`src/rtl/sift_pkg.sv`:
```
// sift_pkg: shared defaults, FSM state type and rounding average for the SIFT pyramid blocks
package sift_pkg;
  localparam int DW_DEF = 8;
  localparam int IN_WIDTH_DEF = 128;
  localparam int IN_HEIGHT_DEF = 128;
  typedef enum logic [1:0] {FILL, FLUSH, REPLAY} state_t;
  function automatic logic [31:0] rnd_avg(input logic [31:0] a, input logic [31:0] b);
    logic [32:0] s;
    s = {1'b0, a} + {1'b0, b} + 33'd1;
    return s[32:1];
  endfunction
endpackage

```
`src/rtl/sift_line_buffer.sv`:
```
// sift_line_buffer: simple dual-port RAM with a registered read, one row deep
module sift_line_buffer #(
  parameter int DEPTH = 128,
  parameter int DW = 8,
  parameter int AW = $clog2(DEPTH)
) (
  input  logic          iclk,
  input  logic          we,
  input  logic [AW-1:0] waddr,
  input  logic [DW-1:0] wdata,
  input  logic [AW-1:0] raddr,
  output logic [DW-1:0] rdata
);
  logic [DW-1:0] mem [DEPTH];
  always_ff @(posedge iclk) begin
    if (we) mem[waddr] <= wdata;
    rdata <= mem[raddr];
  end
endmodule

```
`src/rtl/up_sample_2x.sv`:
```
// up_sample_2x: 2x upsampler, linear interpolation across a row and row repetition down the frame
module up_sample_2x
  import sift_pkg::*;
#(
  parameter int IN_WIDTH = IN_WIDTH_DEF,
  parameter int IN_HEIGHT = IN_HEIGHT_DEF,
  parameter int DW = DW_DEF
) (
  input  logic          iclk,
  input  logic          irst_n,
  input  logic          iDval,
  input  logic [DW-1:0] iData,
  output logic          oRdy,
  output logic          oData_en,
  output logic [DW-1:0] oData,
  output logic          oFrame_done
);
  localparam int CW = $clog2(IN_WIDTH);
  localparam int RW = $clog2(IN_HEIGHT + 1);
  localparam logic [CW-1:0] LAST = CW'(IN_WIDTH - 1);
  localparam logic [RW-1:0] RLAST = RW'(IN_HEIGHT - 1);
  state_t st, st_n;
  logic [CW-1:0] col, col_n, k, k_n, raddr;
  logic [RW-1:0] row, row_n;
  logic [1:0] fc, fc_n;
  logic rp, rp_n, half, half_n, rdy_n, en_n, done_n, acc;
  logic [DW-1:0] prev, prev_n, cur, cur_n, dat_n, rdata;
  function automatic logic [DW-1:0] avg(input logic [DW-1:0] a, input logic [DW-1:0] b);
    return DW'(rnd_avg(32'(a), 32'(b)));
  endfunction
  assign acc = iDval && oRdy;
  // replay reads one pixel ahead so p[k+1] is ready for the odd output
  assign raddr = st != REPLAY ? '0 : k == LAST ? k : k + CW'(1);
  sift_line_buffer #(.DEPTH(IN_WIDTH), .DW(DW), .AW(CW)) u_lbuf (
    .iclk(iclk), .we(acc), .waddr(col), .wdata(iData), .raddr(raddr), .rdata(rdata)
  );
  always_comb begin
    st_n = st;
    col_n = col;
    row_n = row;
    k_n = k;
    rp_n = rp;
    fc_n = fc;
    half_n = 1'b0;
    prev_n = prev;
    cur_n = cur;
    rdy_n = 1'b0;
    en_n = 1'b0;
    dat_n = oData;
    done_n = 1'b0;
    case (st)
      FILL: begin
        if (acc) begin
          cur_n = iData;
          col_n = col == LAST ? '0 : col + CW'(1);
          if (col == '0) prev_n = iData;
          else begin
            en_n = 1'b1;
            dat_n = prev;
            half_n = 1'b1;
          end
          if (col == LAST) begin
            st_n = FLUSH;
            fc_n = 2'd0;
          end
        end else begin
          rdy_n = 1'b1;
          if (half) begin
            en_n = 1'b1;
            dat_n = avg(prev, cur);
            prev_n = cur;
          end
        end
      end
      FLUSH: begin
        en_n = 1'b1;
        fc_n = fc + 2'd1;
        dat_n = fc == 2'd0 ? avg(prev, cur) : cur;
        if (fc == 2'd2) begin
          prev_n = rdata;
          st_n = REPLAY;
          k_n = '0;
          rp_n = 1'b0;
        end
      end
      REPLAY: begin
        en_n = 1'b1;
        rp_n = ~rp;
        if (!rp) dat_n = prev;
        else begin
          dat_n = k == LAST ? prev : avg(prev, rdata);
          prev_n = rdata;
          k_n = k + CW'(1);
          if (k == LAST) begin
            st_n = FILL;
            k_n = '0;
            row_n = row == RLAST ? '0 : row + RW'(1);
            done_n = row == RLAST;
          end
        end
      end
      default: ;
    endcase
  end
  always_ff @(posedge iclk or negedge irst_n) begin
    if (!irst_n) begin
      st <= FILL;
      col <= '0;
      row <= '0;
      k <= '0;
      rp <= 1'b0;
      fc <= 2'd0;
      half <= 1'b0;
      prev <= '0;
      cur <= '0;
      oRdy <= 1'b0;
      oData_en <= 1'b0;
      oData <= '0;
      oFrame_done <= 1'b0;
    end else begin
      st <= st_n;
      col <= col_n;
      row <= row_n;
      k <= k_n;
      rp <= rp_n;
      fc <= fc_n;
      half <= half_n;
      prev <= prev_n;
      cur <= cur_n;
      oRdy <= rdy_n;
      oData_en <= en_n;
      oData <= dat_n;
      oFrame_done <= done_n;
    end
  end
endmodule

```
`config.mk`:
```
export PLATFORM = sky130hd
export DESIGN_NAME = up_sample_2x
export DESIGN_NICKNAME = d
export VERILOG_FILES = /design/src/rtl/sift_pkg.sv /design/src/rtl/sift_line_buffer.sv /design/src/rtl/up_sample_2x.sv
export SDC_FILE = /design/constraint.sdc
export NUM_CORES = 1
export LEC_CHECK = 0
export CAP_MARGIN = 40
export CORE_UTILIZATION = 40
export DETAILED_ROUTE_END_ITERATION = 7
export PLACE_DENSITY_LB_ADDON = 0.2
export SLEW_MARGIN = 20
export SYNTH_ARGS = -nofsm -noshare
export SYNTH_HDL_FRONTEND = slang
export SYNTH_SLANG_ARGS = --single-unit
export TNS_END_PERCENT = 30
```
`constraint.sdc`:
```
create_clock -name iclk -period 4.15 [get_ports iclk]
set_input_delay 0.415 -clock iclk [delete_from_list [all_inputs] [get_ports iclk]]
set_output_delay 0.415 -clock iclk [all_outputs]
set_load 0.02 [all_outputs]
```
clock_map.png
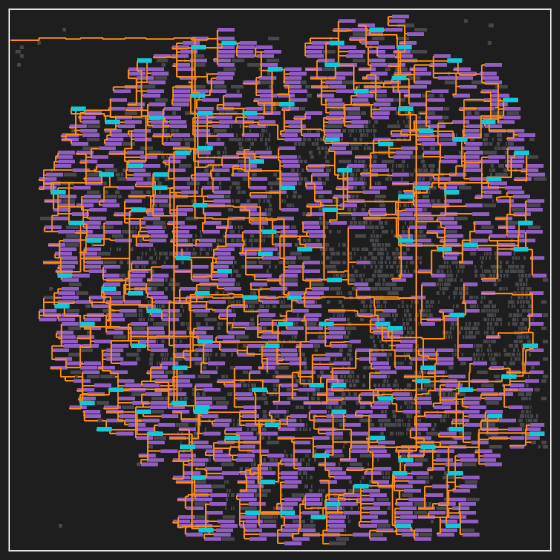
[orange] clock wires | length: 13100 µm
[purple] flip-flops | count: 1087
[cyan] cells driving clock nets | count: 114
flops lie: all over the die
routed clock nets: 115

registers.png
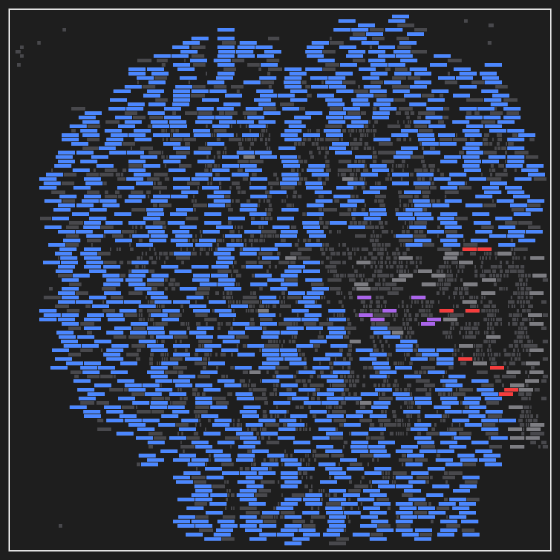
| colour | netlist name | sequential cells |
|---|---|---|
| red | cur | 8 |
| blue | u_lbuf.mem | 1024 |
| purple | col | 7 |
not coloured: 48

met1.png
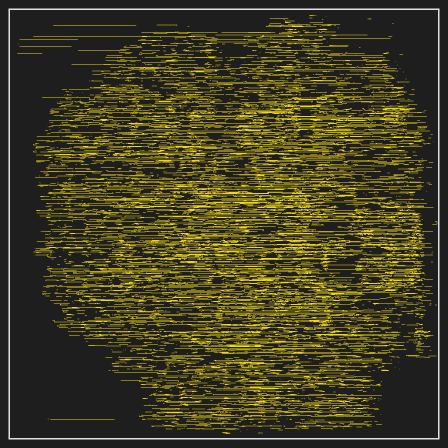
wire length on this layer: 53.3 mm
main direction: horizontal
nets with wire on the layer: 2753
longest straight run: 119 µm

final_congestion.png
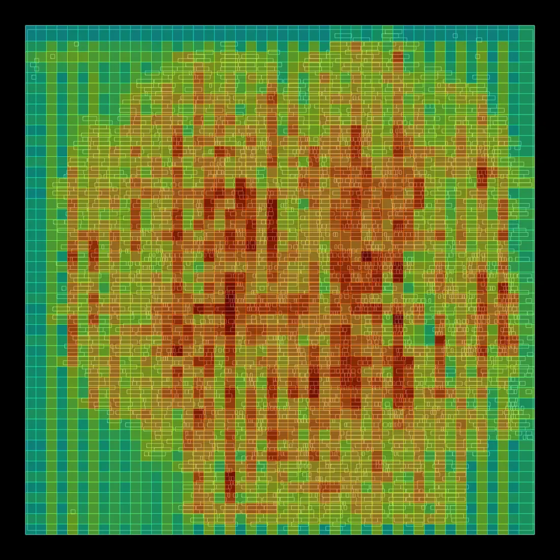
Wirelength per Cell: 28.82 µm
met3 Use GR: 3.724%
Final Core Density: 46.94%
GRT Util Overall: 22.55%
met2 Track Usage GR: 35.42%

port_nets.png
Scale bar: 100 µm.
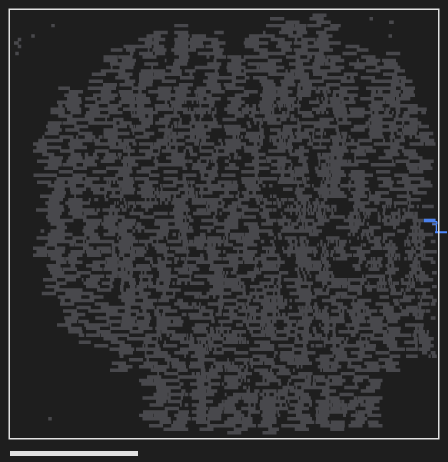
| colour | port | bits | direction | edge | end cells | buffers | wire |
|---|---|---|---|---|---|---|---|
| blue | oData_en | 1 | output | east | 1 | 1 | 13.6 µm |
Ports: 22
Buffers on Ports: 21

==> job_summary.md <==
### Metrics collected by this job

| Metric | Value |
|---|---|
| Outcome | `complete, no violations` |
| Inverter count | `24` |
| Switching part of the total | `22.82%` |
| Clock-cell share of area | `7.203%` |
| Root Buffer | `clkbuf_16` |
| CP top delay family | `AND-OR/OR-AND gates` |
| Synth Area in Adders | `0.7977%` |
| VDD IR max | `0.0003740 V` |
| Cell Area, Placed | `47110 µm²` |
| Critical path buffer and inverter count | `2` |
| Yosys chip area | `44230 µm²` |
| Worst path required time | `4.73 ns` |
| Sequential Area | `32290 µm²` |
| Yosys aoi share | `6.356%` |
| Sequential share of power | `51.3%` |
| Crit path launch type | `flop` |
| Max FO, Critical Path | `23` |
| Max cap viols | `0` |
| Final hold vios | `0` |
| MUX share of area | `11.00%` |
| Worst r2r src | `k[1]$_DFFE_PN0P_` |
| H-tree depth | `3` |
| Crit path kind | `flop to flop` |
| Worst Hold Launch | `iData[7]` |
| Multi-input gate share of total cell area | `21.77%` |
| Metal3 WL | `9.954 mm` |
| R2R setup slack | `0.10 ns` |
| Comb area leader | `multiplexers` |
| Max Freq | `247.0 MHz` |
| Combinational Power | `1.56 mW` |
| Worst Setup SP | `k[1]$_DFFE_PN0P_` |
| Non-Filler Instances | `4399` |
| CP Cell Sequence | `ha_1 > nand4_4 > nor2_4 > inv_2 > ha_1 > nand2b_4 > buf_12 > mux4_2 > mux2_2 > o22ai_1 > o2111ai_1 > a32o_1` |
| Gate Count Post-Synth | `2613` |
| P&R area growth vs syn | `16.00%` |
| Met1 usage | `31.79%` |
| Flip-flops with a built-in enable | `1024` |
| Syn_nets | `2651` |
| Setup TNS | `0 ns` |
| Ys flops | `1087` |
| Crit path time final | `4.049 ns` |
| Design area | `51310 µm²` |
| Layout cell share with drive strength beyond 1 | `21.66%` |
| Worst hold-check path type | `input pin to flop` |
| Number of global-route vias before repair | `25395` |
| XOR/XNOR Fraction of Synth Area | `0.3564%` |
| WHS Path Cells | `1` |
| Total power | `24.10 mW` |
| CTS Sinks | `1087` |
| Hold Crit Endpoint | `u_lbuf.mem[28][7]$_DFFE_PP_` |
| Resized cells post-CTS | `0` |
| Well Taps | `1476` |
| Seq pwr | `12.4 mW` |
| Most flop-heavy register | `u_lbuf.mem` |
| Seq area share | `62.92%` |
| And+or+nand+nor area frac | `6.562%` |
| Top power group | `sequential cells` |
| Dominant logic cell type in the layout | `edfxtp_1` |
| Worst Hold Margin | `0.2577 ns` |
| Ys cells | `2613` |
| Uppermost routed layer | `met5` |
| Post-DP HPWL | `81.42 mm` |
| R2r worst-path depth | `12` |
Power is estimated from default activity; no workload was simulated.
